--- config.mk ---
export PLATFORM = sky130hd
export DESIGN_NAME = bus_master_if
export DESIGN_NICKNAME = d
export VERILOG_FILES = /design/src/rtl/bus_master_if_pkg.sv /design/src/rtl/bus_if_tmo.sv /design/src/rtl/bus_master_if.sv
export SDC_FILE = /design/constraint.sdc
export NUM_CORES = 1
export LEC_CHECK = 0
export CAP_MARGIN = 20
export CORE_AREA = 5 5 113 115
export DETAILED_ROUTE_END_ITERATION = 10
export DIE_AREA = 0 0 118 120
export DONT_BUFFER_PORTS = 1
export PLACE_DENSITY = 0.74
export SETUP_SLACK_MARGIN = 0.2
export SLEW_MARGIN = 40
export SYNTH_ARGS = -nofsm -noshare
export SYNTH_HDL_FRONTEND = slang
export SYNTH_SLANG_ARGS = --single-unit
--- constraint.sdc ---
create_clock -name clk -period 5.5 [get_ports clk]
set_clock_uncertainty 0.2 [all_clocks]
set_input_delay 1.375 -clock clk [delete_from_list [all_inputs] [get_ports clk]]
set_output_delay 1.375 -clock clk [all_outputs]
set_load 0.005 [all_outputs]
--- src/rtl/bus_master_if_pkg.sv ---
// Shared definitions for the CPU-side bus master interface: state
// encodings, transfer direction and active-low strobe polarities.
package bus_master_if_pkg;

  typedef enum logic [1:0] {
    BUS_IF_STATE_IDLE   = 2'd0,
    BUS_IF_STATE_REQ    = 2'd1,
    BUS_IF_STATE_ACCESS = 2'd2,
    BUS_IF_STATE_STALL  = 2'd3
  } bus_if_state_e;

  localparam logic READ     = 1'b1;
  localparam logic WRITE    = 1'b0;
  localparam logic ENABLE_  = 1'b0;
  localparam logic DISABLE_ = 1'b1;

  // True when an active-low strobe is asserted.
  function automatic logic is_enabled(input logic sig_);
    return sig_ == ENABLE_;
  endfunction

endpackage

--- src/rtl/bus_if_tmo.sv ---
// Bus timeout counter. Counts ready-less ACCESS cycles and flags the
// cycle on which the count reaches TIMEOUT. The count saturates and is
// cleared whenever the master is not going to be in ACCESS next cycle.
// With TIMEOUT=0 the counter does not exist and expire is tied low.
module bus_if_tmo #(
  parameter int TIMEOUT = 255
) (
  input  logic clk,
  input  logic reset,
  input  logic clr,
  input  logic en,
  output logic expire
);

  if (TIMEOUT == 0) begin : g_off
    logic tie_unused;
    assign tie_unused = clk ^ reset ^ clr ^ en;
    assign expire     = 1'b0;
  end else begin : g_on
    localparam int CNT_W = $clog2(TIMEOUT + 1);
    localparam logic [CNT_W-1:0] LIMIT = CNT_W'(TIMEOUT);
    localparam logic [CNT_W-1:0] LAST  = CNT_W'(TIMEOUT - 1);

    logic [CNT_W-1:0] cnt;

    // Count ready-less cycles; saturate at the limit, clear on request.
    always_ff @(posedge clk or negedge reset) begin
      if (!reset) begin
        cnt <= '0;
      end else if (clr) begin
        cnt <= '0;
      end else if (en && cnt != LIMIT) begin
        cnt <= cnt + CNT_W'(1);
      end
    end

    // Expire on the cycle whose increment would reach the limit.
    assign expire = en && (cnt == LAST);
  end

endmodule

--- src/rtl/bus_master_if.sv ---
// CPU-side bus master interface. Steers each CPU access either to the
// scratch-pad memory (zero wait) or to the shared bus via a
// request/grant/strobe/ready handshake. Bus writes may be posted so the
// CPU continues while the write drains; SPM hits are still served while
// a posted write is in flight. A hung transfer is aborted after TIMEOUT
// ready-less ACCESS cycles and reported with a one-cycle err pulse.
//
// Handshake: the master holds bus_req_ low from the cycle after the
// access is accepted until the completing cycle; bus_as_ is low for the
// first ACCESS cycle only; a transfer completes on the first ACCESS
// cycle that sees bus_rdy_ low. On the CPU side an access presented with
// as_ low is consumed on the first cycle in which busy is low.
module bus_master_if
  import bus_master_if_pkg::*;
#(
  parameter int ADDR_W    = 30,
  parameter int DATA_W    = 32,
  parameter int IDX_W     = 3,
  parameter int SPM_INDEX = 1,
  parameter int POSTED_WR = 1,
  parameter int TIMEOUT   = 255
) (
  input  logic                clk,
  input  logic                reset,
  input  logic                stall,
  input  logic                flush,
  output logic                busy,
  output logic                err,
  input  logic [ADDR_W-1:0]   addr,
  input  logic                as_,
  input  logic                rw,
  input  logic [DATA_W-1:0]   wr_data,
  output logic [DATA_W-1:0]   rd_data,
  input  logic [DATA_W-1:0]   spm_rd_data,
  output logic [ADDR_W-1:0]   spm_addr,
  output logic                spm_as_,
  output logic                spm_rw,
  output logic [DATA_W-1:0]   spm_wr_data,
  input  logic [DATA_W-1:0]   bus_rd_data,
  input  logic                bus_rdy_,
  input  logic                bus_grnt_,
  output logic                bus_req_,
  output logic [ADDR_W-1:0]   bus_addr,
  output logic                bus_as_,
  output logic                bus_rw,
  output logic [DATA_W-1:0]   bus_wr_data,
  output bus_if_state_e       state
);

  bus_if_state_e     state_n;
  logic              posted, posted_n;
  logic              bus_req_n, bus_as_n, bus_rw_n;
  logic [ADDR_W-1:0] bus_addr_n;
  logic [DATA_W-1:0] bus_wr_data_n;
  logic [DATA_W-1:0] rd_buf, rd_buf_n;
  logic              err_n;
  logic              release_bus;

  logic accept, is_spm, spm_hit, bus_hit, spm_ok;
  logic tmo_clr, tmo_en, tmo_expire;

  assign spm_addr    = addr;
  assign spm_rw      = rw;
  assign spm_wr_data = wr_data;

  assign accept  = !flush && is_enabled(as_);
  assign is_spm  = addr[ADDR_W-1 -: IDX_W] == IDX_W'(SPM_INDEX);
  assign spm_hit = accept && is_spm;
  assign bus_hit = accept && !is_spm;
  // SPM stays reachable while only a posted write occupies the bus.
  assign spm_ok  = (state == BUS_IF_STATE_IDLE) ||
                   (posted && (state == BUS_IF_STATE_REQ ||
                               state == BUS_IF_STATE_ACCESS));

  assign tmo_en  = (state == BUS_IF_STATE_ACCESS) && !is_enabled(bus_rdy_);
  assign tmo_clr = (state_n != BUS_IF_STATE_ACCESS);

  bus_if_tmo #(
    .TIMEOUT (TIMEOUT)
  ) u_tmo (
    .clk    (clk),
    .reset  (reset),
    .clr    (tmo_clr),
    .en     (tmo_en),
    .expire (tmo_expire)
  );

  // State and bus-side registers; reset releases the bus immediately.
  always_ff @(posedge clk or negedge reset) begin
    if (!reset) begin
      state       <= BUS_IF_STATE_IDLE;
      posted      <= 1'b0;
      bus_req_    <= DISABLE_;
      bus_as_     <= DISABLE_;
      bus_rw      <= READ;
      bus_addr    <= '0;
      bus_wr_data <= '0;
      rd_buf      <= '0;
      err         <= 1'b0;
    end else begin
      state       <= state_n;
      posted      <= posted_n;
      bus_req_    <= bus_req_n;
      bus_as_     <= bus_as_n;
      bus_rw      <= bus_rw_n;
      bus_addr    <= bus_addr_n;
      bus_wr_data <= bus_wr_data_n;
      rd_buf      <= rd_buf_n;
      err         <= err_n;
    end
  end

  // Next-state, bus control and CPU-side responses.
  always_comb begin
    state_n       = state;
    posted_n      = posted;
    bus_req_n     = bus_req_;
    bus_as_n      = DISABLE_;
    bus_rw_n      = bus_rw;
    bus_addr_n    = bus_addr;
    bus_wr_data_n = bus_wr_data;
    rd_buf_n      = rd_buf;
    err_n         = 1'b0;
    rd_data       = '0;
    spm_as_       = DISABLE_;
    busy          = 1'b0;
    release_bus   = 1'b0;

    if (spm_hit && spm_ok && !stall) begin
      spm_as_ = ENABLE_;
      if (rw == READ) rd_data = spm_rd_data;
    end

    case (state)
      BUS_IF_STATE_IDLE: begin
        if (bus_hit) begin
          bus_addr_n    = addr;
          bus_rw_n      = rw;
          bus_wr_data_n = wr_data;
          bus_req_n     = ENABLE_;
          state_n       = BUS_IF_STATE_REQ;
          if (rw == WRITE && POSTED_WR != 0) begin
            posted_n = 1'b1;
          end else begin
            posted_n = 1'b0;
            busy     = 1'b1;
          end
        end
      end
      BUS_IF_STATE_REQ: begin
        busy = !posted || bus_hit;
        if (is_enabled(bus_grnt_)) begin
          state_n  = BUS_IF_STATE_ACCESS;
          bus_as_n = ENABLE_;
        end
      end
      BUS_IF_STATE_ACCESS: begin
        if (is_enabled(bus_rdy_)) begin
          release_bus = 1'b1;
          busy        = posted && bus_hit;
          if (bus_rw == READ) begin
            rd_buf_n = bus_rd_data;
            rd_data  = bus_rd_data;
          end
        end else if (tmo_expire) begin
          // Abort: read data forced to zero, error reported next cycle.
          release_bus = 1'b1;
          rd_buf_n    = '0;
          busy        = posted && bus_hit;
          err_n       = 1'b1;
        end else begin
          busy = !posted || bus_hit;
        end
      end
      BUS_IF_STATE_STALL: begin
        if (rw == READ) rd_data = rd_buf;
        if (!stall) state_n = BUS_IF_STATE_IDLE;
      end
      default: state_n = BUS_IF_STATE_IDLE;
    endcase

    if (release_bus) begin
      bus_req_n     = DISABLE_;
      bus_addr_n    = '0;
      bus_rw_n      = READ;
      bus_wr_data_n = '0;
      if (posted) begin
        // A posted write has no CPU waiting on it, so stall is irrelevant.
        posted_n = 1'b0;
        state_n  = BUS_IF_STATE_IDLE;
      end else begin
        state_n = stall ? BUS_IF_STATE_STALL : BUS_IF_STATE_IDLE;
      end
    end
  end

endmodule

==> run_1/sizes.png <==
Bar = 20 um.
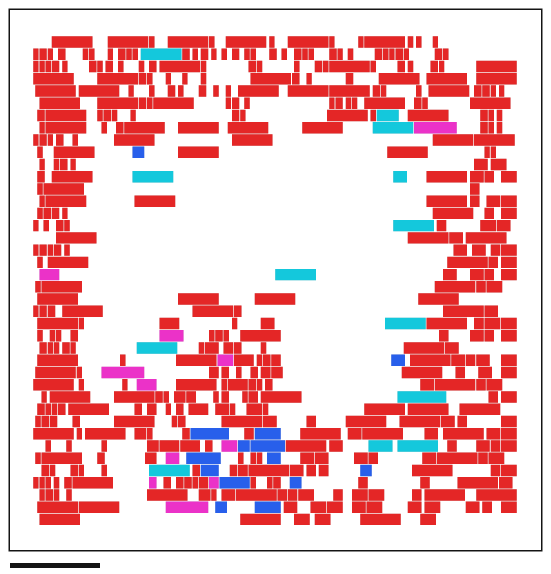
Key: magenta = _2 cells [cells 11, share 2.2%, most used dfstp_2]; blue = _3 and _4 cells [cells 14, share 2.8%, most used buf_4]; red = _0 and _1 cells [cells 464, share 92%, most used nand2_1]; cyan = _6 and larger [cells 13, share 2.6%, most used clkbuf_16]
Area growth syn-to-layout: -3.22%
Non-clock buffers: 5
setup ws final: 1.08 ns
post-route cell area: 5490 um^2

==> run_1/flops_by_reg.png <==
Bar = 20 um.
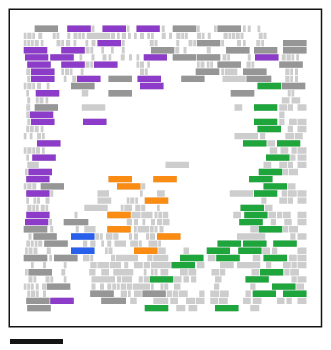
Key: orange = `u_tmo.g_on.cnt` [sequential cells 8]; purple = `bus_addr` [sequential cells 30]; green = `rd_buf` [sequential cells 32]; blue = `state` [sequential cells 2]
Another 37 sequential cells are not coloured.
area of all sequential standard cells: 2730 um^2
power of the sequential group: 0.00139 W
sequential share of cell area: 0.497

==> run_1/clk_routes.png <==
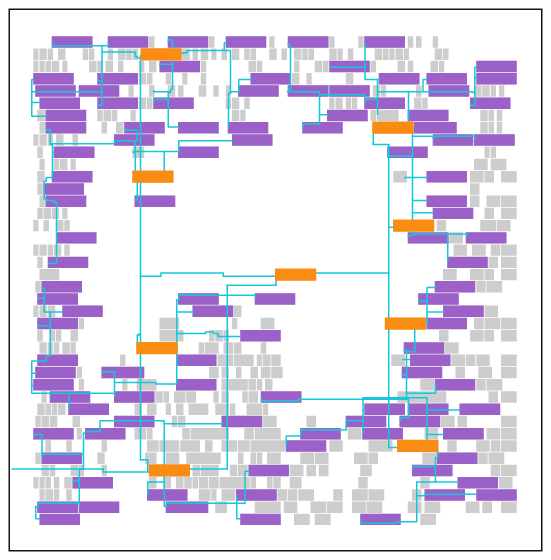
Key: purple = flip-flops [count 109]; orange = clock drivers [count 9]; cyan = clock wires [length 1300 um]
Position of the flops: all over the die.
power in the clock group: 0.000659 W
clock insertion delay at the later pin of the skew report: 0.34 ns
portion of total power attributed to the clock network: 0.235

==> impl_results.rst, run 1 <==
Run summary
-----------

.. list-table::
   :header-rows: 1

   * - Metric
     - Value
   * - Met3 track utilization from global routing
     - 0.0768
   * - Maximum count of clock buffers along a single path
     - 2
   * - Seq cells post-synth
     - 109
   * - Antenna violations before repair
     - 0
   * - Highest routed layer
     - met4
   * - Slew of the pin with the lowest slew margin
     - 0.677 ns
   * - Outcome
     - complete, no violations
   * - Number of instances in the placed design
     - 632
   * - Fraction of power spent switching nets
     - 0.344
   * - Sequential fraction of the synthesis area
     - 0.481
   * - Core area
     - 11700 um^2
   * - Fraction of layout instances using a drive strength above 1
     - 0.0757
   * - Number of violations of the max-capacitance limit
     - 0
   * - Wire length per cell
     - 20.9 um
   * - Compound-Gate Fraction of Synth Area
     - 0.191
   * - Registers with the highest flip-flop counts
     - bus_wr_data x32, rd_buf x32, bus_addr x30
   * - Iteration tally of the first detailed-router pass
     - 4
   * - Total combinational power
     - 0.000751 W
   * - Total power per unit cell area
     - 510 nW/um^2
   * - Number of cells traversed by the worst register-to-register path
     - 7
   * - Max-area cell share
     - 0.467
   * - Net count of the finished layout
     - 638
   * - Proportion of power drawn by combinational gates
     - 0.268
   * - Hold Path Class
     - flip-flop to flip-flop
   * - Die Size
     - 14200 um^2
   * - Number of multi-input combinational cells in the layout
     - 366
   * - Maximum ir drop on the vdd rail
     - 0.250 mV
   * - Clock root buffer master
     - clkbuf_16
   * - Via count of the first global-routing pass
     - 3977
   * - Overall global routing resource usage
     - 0.189
   * - Synth top cells by count
     - nand2_1 (131), dfrtp_1 (106), a21oi_1 (70), buf_4 (70), and3_1 (35)
   * - Leftover overflow at the end of global routing
     - 0
   * - Number of buffers inserted by post-CTS setup repair
     - 0
   * - Total clock buffers created by CTS
     - 9
   * - CP arrival
     - 2.85 ns
   * - Count of final max-slew check failures
     - 0
   * - Placer congestion estimate
     - 0.749
   * - Overall power
     - 0.00280 W
   * - Final cycle utilization of the critical path
     - 0.804
   * - Synthesized instance count
     - 584
   * - Crit path kind
     - input pin to primary output
   * - Setup tns final
     - 0 ns
   * - Inverter tally of the final layout excluding the clock network
     - 6
   * - Share of the core filled with cells
     - 0.469
   * - PostCTS Resize Cnt
     - 0
   * - Starting density of the core
     - 0.485
   * - Clock-pin slew on the worst setup and hold paths
     - 0.07 ns
   * - Internal power
     - 0.00184 W
   * - Placed cell areas
     - 5170 um^2
   * - Most common cell in the synthesized netlist
     - nand2_1
   * - Post-placement setup slack
     - 1.09 ns
   * - Smallest hold slack
     - 0.283 ns
   * - Die W
     - 118 um
   * - Met2 usage in global routing
     - 0.318
   * - Net Count, Synth
     - 725
   * - Final-layout clock-cell area share
     - 0.0551
   * - Post-synthesis cell area
     - 5670 um^2
   * - Crit path buffers/inverters
     - 1
   * - Number of warnings in the stage logs
     - 33
   * - Clock tree from TritonCTS
     - yes
   * - Met3 routed wirelength
     - 1.39 mm
   * - Fraction of synthesis flops using an asynchronous set or reset pin
     - 1.00
   * - Startpoint types
     - input pin
   * - Count of placed standard cells in the final layout, fillers left out
     - 649
   * - Data required time at the worst endpoint
     - 3.92 ns
   * - Type of destination of the critical path
     - primary output
   * - Sw Pwr
     - 0.000964 W
   * - Cells in synth_stat.txt
     - 584
   * - Critical Path End
     - rd_data[0]
   * - Largest net degree at the start of global routing
     - 110
   * - Launch point of the worst reg-to-reg path
     - state[1]$_DFF_PN0_
   * - Total of endpoints with negative setup slack in the final report
     - 0
   * - Count of library flops with an enable pin
     - 0
   * - Wire length of the first global-routing pass
     - 21.8 mm
   * - Commonest non-fill, non-tap cell in the layout
     - nand2_1
   * - Flip-flop and latch count
     - 109
   * - Cell area leaders
     - dfrtp_1 (47%), buf_4 (9.3%), nand2_1 (8.7%), a21oi_1 (6.2%), a221o_1 (5.6%)
   * - Worst-path cell with the longest stage delay
     - nor3b_2
   * - Number of hold buffers added after cts
     - 0
   * - Critical path depth
     - 5
==> run_1/clocks.png <==
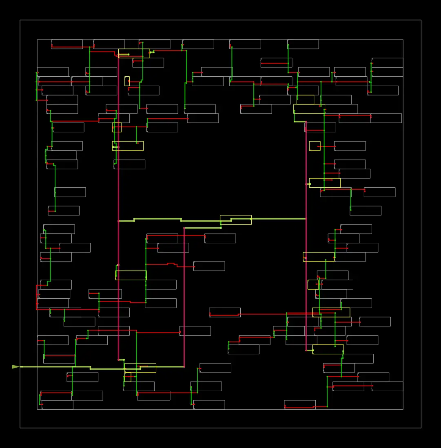

## Run 2: what changed since run 1
==> constraint.sdc (replaced) <==
create_clock -name clk -period 4.4 [get_ports clk]
set_clock_uncertainty 0.2 [all_clocks]
set_input_delay 1.1 -clock clk [delete_from_list [all_inputs] [get_ports clk]]
set_output_delay 1.1 -clock clk [all_outputs]
set_load 0.005 [all_outputs]
==> run_2/clocks.png <==
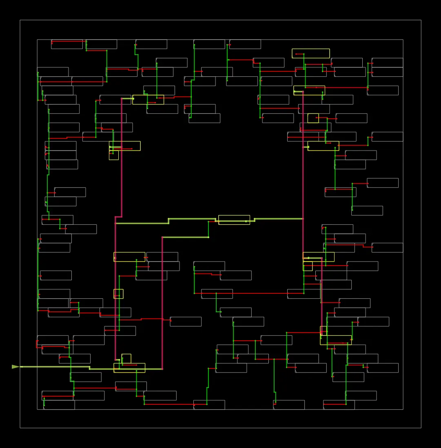
total clock buffers created by CTS: 9
Clock Buffer Count: 9
flip-flop and latch count: 109

==> run_2/sizes.png <==
Bar = 20 um.
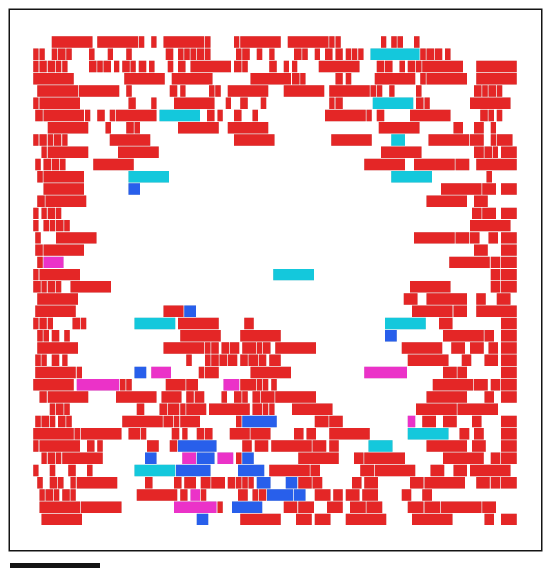
Key: blue = _3 and _4 cells [cells 17, share 3.4%, most used buf_4]; magenta = _2 cells [cells 10, share 2.0%, most used dfstp_2]; cyan = _6 and larger [cells 12, share 2.4%, most used clkbuf_16]; red = _0 and _1 cells [cells 464, share 92%, most used nand2_1]
setup ws final: 0.610 ns
post-route cell area: 5490 um^2
Non-clock buffers: 6

==> impl_results.rst, run 2 <==
Run summary
-----------

.. list-table::
   :header-rows: 1

   * - Metric
     - Value
   * - Fraction of layout instances using a drive strength above 1
     - 0.0775
   * - Cell area leaders
     - dfrtp_1 (47%), buf_4 (9.3%), nand2_1 (8.7%), a21oi_1 (6.2%), a221o_1 (5.6%)
   * - Inverter tally of the final layout excluding the clock network
     - 6
   * - Number of cells traversed by the worst register-to-register path
     - 7
   * - Portion of total power attributed to the clock network
     - 0.233
   * - Count of final max-slew check failures
     - 0
   * - Fraction of synthesis flops using an asynchronous set or reset pin
     - 1.00
   * - Power of the sequential group
     - 0.00175 W
   * - Power in the clock group
     - 0.000810 W
   * - Met3 routed wirelength
     - 1.32 mm
   * - Sequential fraction of the synthesis area
     - 0.481
   * - Overall global routing resource usage
     - 0.183
   * - Setup tns final
     - 0 ns
   * - Overall power
     - 0.00348 W
   * - Clock root buffer master
     - clkbuf_16
   * - Registers with the highest flip-flop counts
     - bus_wr_data x32, rd_buf x32, bus_addr x30
   * - Post-synthesis cell area
     - 5670 um^2
   * - Critical path depth
     - 5
   * - Die Size
     - 14200 um^2
   * - Total power per unit cell area
     - 634 nW/um^2
   * - Iteration tally of the first detailed-router pass
     - 5
   * - Crit path buffers/inverters
     - 1
   * - Cells in synth_stat.txt
     - 584
   * - Maximum count of clock buffers along a single path
     - 2
   * - Clock-pin slew on the worst setup and hold paths
     - 0.07 ns
   * - Maximum ir drop on the vdd rail
     - 0.292 mV
   * - Outcome
     - complete, no violations
   * - Fraction of power spent switching nets
     - 0.345
   * - Max-area cell share
     - 0.467
   * - Seq cells post-synth
     - 109
   * - Clock tree from TritonCTS
     - yes
   * - Area growth syn-to-layout
     - -3.20%
   * - Number of instances in the placed design
     - 633
   * - Smallest hold slack
     - 0.244 ns
   * - Launch point of the worst reg-to-reg path
     - state[0]$_DFF_PN0_
   * - Data required time at the worst endpoint
     - 3.10 ns
   * - Wire length of the first global-routing pass
     - 21.0 mm
   * - Die W
     - 118 um
   * - Sw Pwr
     - 0.00120 W
   * - Post-placement setup slack
     - 0.554 ns
   * - Number of buffers inserted by post-CTS setup repair
     - 0
   * - Type of destination of the critical path
     - primary output
   * - Synthesized instance count
     - 584
   * - Most common cell in the synthesized netlist
     - nand2_1
   * - Slew of the pin with the lowest slew margin
     - 0.673 ns
   * - Net count of the finished layout
     - 639
   * - Number of violations of the max-capacitance limit
     - 0
   * - Placed cell areas
     - 5180 um^2
   * - Highest routed layer
     - met4
   * - Placer congestion estimate
     - 0.749
   * - Compound-Gate Fraction of Synth Area
     - 0.191
   * - Number of hold buffers added after cts
     - 0
   * - Critical Path End
     - rd_data[0]
   * - Proportion of power drawn by combinational gates
     - 0.266
   * - Number of multi-input combinational cells in the layout
     - 366
   * - Met3 track utilization from global routing
     - 0.0664
   * - Area of all sequential standard cells
     - 2730 um^2
   * - Startpoint types
     - input pin
   * - Clock insertion delay at the later pin of the skew report
     - 0.34 ns
   * - Total of endpoints with negative setup slack in the final report
     - 0
==> run_2/flops_by_reg.png <==
Bar = 20 um.
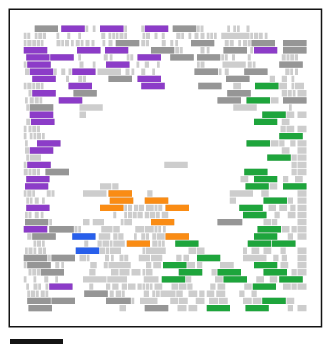

## Run 3: what changed since run 2
--- a/config.mk
+++ b/config.mk
@@ -5,14 +5,16 @@
 export SDC_FILE = /design/constraint.sdc
 export NUM_CORES = 1
 export LEC_CHECK = 0
+export ABC_CLOCK_PERIOD_IN_PS = 4400
 export CAP_MARGIN = 20
-export CORE_AREA = 5 5 113 115
+export CORE_AREA = 5 5 112 114
 export DETAILED_ROUTE_END_ITERATION = 10
-export DIE_AREA = 0 0 118 120
+export DIE_AREA = 0 0 117 119
 export DONT_BUFFER_PORTS = 1
 export PLACE_DENSITY = 0.74
 export SETUP_SLACK_MARGIN = 0.2
 export SLEW_MARGIN = 40
 export SYNTH_ARGS = -nofsm -noshare
 export SYNTH_HDL_FRONTEND = slang
+export SYNTH_HIERARCHICAL = 1
 export SYNTH_SLANG_ARGS = --single-unit
==> run_3/flops_by_reg.png <==
Bar = 20 um.
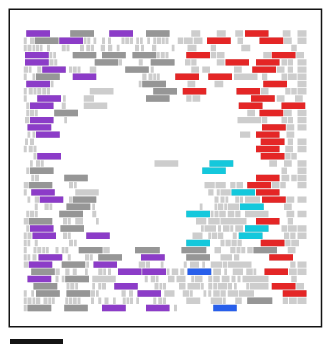
Key: red = `rd_buf` [sequential cells 32, where a column on the right]; purple = `bus_addr` [sequential cells 30]; blue = `state` [sequential cells 2]; cyan = `u_tmo/g_on.cnt` [sequential cells 8]
sequential share of cell area: 0.498
share of the core filled with cells: 0.485
power of the sequential group: 0.00171 W

==> impl_results.rst, run 3 <==
Run summary
-----------

.. list-table::
   :header-rows: 1

   * - Metric
     - Value
   * - Placed cell areas
     - 5190 um^2
   * - Number of buffers inserted by post-CTS setup repair
     - 0
   * - Total of endpoints with negative setup slack in the final report
     - 0
   * - Slew of the pin with the lowest slew margin
     - 0.819 ns
   * - Fraction of layout instances using a drive strength above 1
     - 0.0739
   * - Synthesized instance count
     - 583
   * - Clock Buffer Count
     - 9
   * - Die Size
     - 13900 um^2
   * - Wl on met1
     - 4.96 mm
   * - Met3 routed wirelength
     - 1.69 mm
   * - Outcome
     - complete, no violations
   * - Area of all sequential standard cells
     - 2730 um^2
   * - Clock-pin slew on the worst setup and hold paths
     - 0.08 ns
   * - Setup tns final
     - 0 ns
   * - Total combinational power
     - 0.000800 W
   * - Wire length of the first global-routing pass
     - 20.8 mm
   * - Sw Pwr
     - 0.00116 W
   * - Number of instances in the placed design
     - 628
   * - Seq cells post-synth
     - 109
   * - Max-area cell share
     - 0.476
   * - Starting density of the core
     - 0.492
   * - Critical Path End
     - rd_data[21]
   * - Non-clock buffers
     - 6
   * - Startpoint types
     - input pin
   * - Die W
     - 117 um
   * - Antenna violations before repair
     - 0
   * - Placer congestion estimate
     - 0.771
   * - Most common cell in the synthesized netlist
     - nand2_1
   * - Iteration tally of the first detailed-router pass
     - 4
   * - Total clock buffers created by CTS
     - 9
   * - Sequential fraction of the synthesis area
     - 0.490
   * - Worst-path cell with the longest stage delay
     - or4b_4
   * - Net count of the finished layout
     - 636
   * - CP arrival
     - 2.84 ns
   * - Met3 track utilization from global routing
     - 0.0745
   * - Post-placement setup slack
     - 0.251 ns
   * - Highest routed layer
     - met4
   * - Crit path buffers/inverters
     - 1
   * - Biggest area consumer among cell classes
     - registers
   * - Net Count, Synth
     - 723
   * - Data required time at the worst endpoint
     - 3.10 ns
   * - Maximum ir drop on the vdd rail
     - 0.348 mV
   * - Compound-Gate Fraction of Synth Area
     - 0.203
   * - Clock root buffer master
     - clkbuf_16
   * - Total power per unit cell area
     - 605 nW/um^2
   * - Count of library flops with an enable pin
     - 0
   * - Number of cells traversed by the worst register-to-register path
     - 11
   * - Smallest hold slack
     - 0.239 ns
   * - Count of placed standard cells in the final layout, fillers left out
     - 644
   * - Setup ws final
     - 0.262 ns
   * - Launch point of the worst reg-to-reg path
     - state[0]$_DFF_PN0_
   * - Final-layout clock-cell area share
     - 0.0547
   * - Cells in synth_stat.txt
     - 583
   * - Leftover overflow at the end of global routing
     - 0
   * - Core area
     - 11300 um^2
   * - Final cycle utilization of the critical path
     - 0.940
   * - Maximum count of clock buffers along a single path
     - 2
   * - Number of multi-input combinational cells in the layout
     - 361
   * - Fraction of synthesis flops using an asynchronous set or reset pin
     - 1.00
   * - Registers with the highest flip-flop counts
     - bus_wr_data x32, rd_buf x32, bus_addr x30
   * - Number of violations of the max-capacitance limit
     - 0
   * - Inverter tally of the final layout excluding the clock network
     - 9
   * - Cell area leaders
     - dfrtp_1 (48%), nand2_1 (9.0%), buf_4 (8.5%), a21oi_1 (6.4%), a221o_1 (5.7%)
   * - Hold Path Class
     - input pin to async pin
   * - Proportion of power drawn by combinational gates
     - 0.241
   * - Post-route cell area
     - 5490 um^2
   * - Group drawing the most power
     - sequential cells
   * - Type of destination of the critical path
     - primary output
   * - Overall global routing resource usage
     - 0.189
   * - Number of warnings in the stage logs
     - 32
   * - Fraction of power spent switching nets
     - 0.348
   * - Post-synthesis cell area
     - 5570 um^2
   * - Most area-hungry cell type in the Yosys netlist
     - dfrtp_1
   * - Overall power
     - 0.00332 W
   * - Synth top cells by count
     - nand2_1 (133), dfrtp_1 (106), a21oi_1 (71), buf_4 (63), and3_1 (36)
   * - PostCTS Resize Cnt
     - 0
   * - Final routed DRC violation total
     - 0
   * - Crit path kind
     - input pin to primary output
   * - Count of final max-slew check failures
     - 0
   * - Wire length per cell
     - 21.4 um
   * - Number of hold buffers added after cts
     - 0
   * - Clock tree from TritonCTS
     - yes
   * - Flip-flop and latch count
     - 109
   * - Estimated wirelength of the detail-placed design
     - 10.1 mm
   * - Internal power
     - 0.00216 W
   * - Critical path depth
     - 5
   * - Area growth syn-to-layout
     - -1.50%
   * - Largest net degree at the start of global routing
     - 110
   * - Via count of the first global-routing pass
     - 3802
   * - Met2 usage in global routing
     - 0.325
==> run_3/clk_routes.png <==
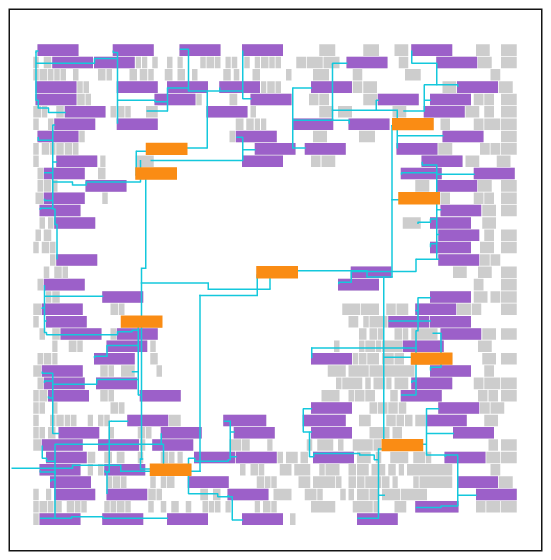
Key: orange = clock drivers [count 9]; cyan = clock wires [length 1240 um]; purple = flip-flops [count 109]
Position of the flops: all over the die. There are 10 routed clock nets.
portion of total power attributed to the clock network: 0.242
clock insertion delay at the later pin of the skew report: 0.35 ns
power in the clock group: 0.000804 W

Power is estimated from default activity; no workload was simulated.
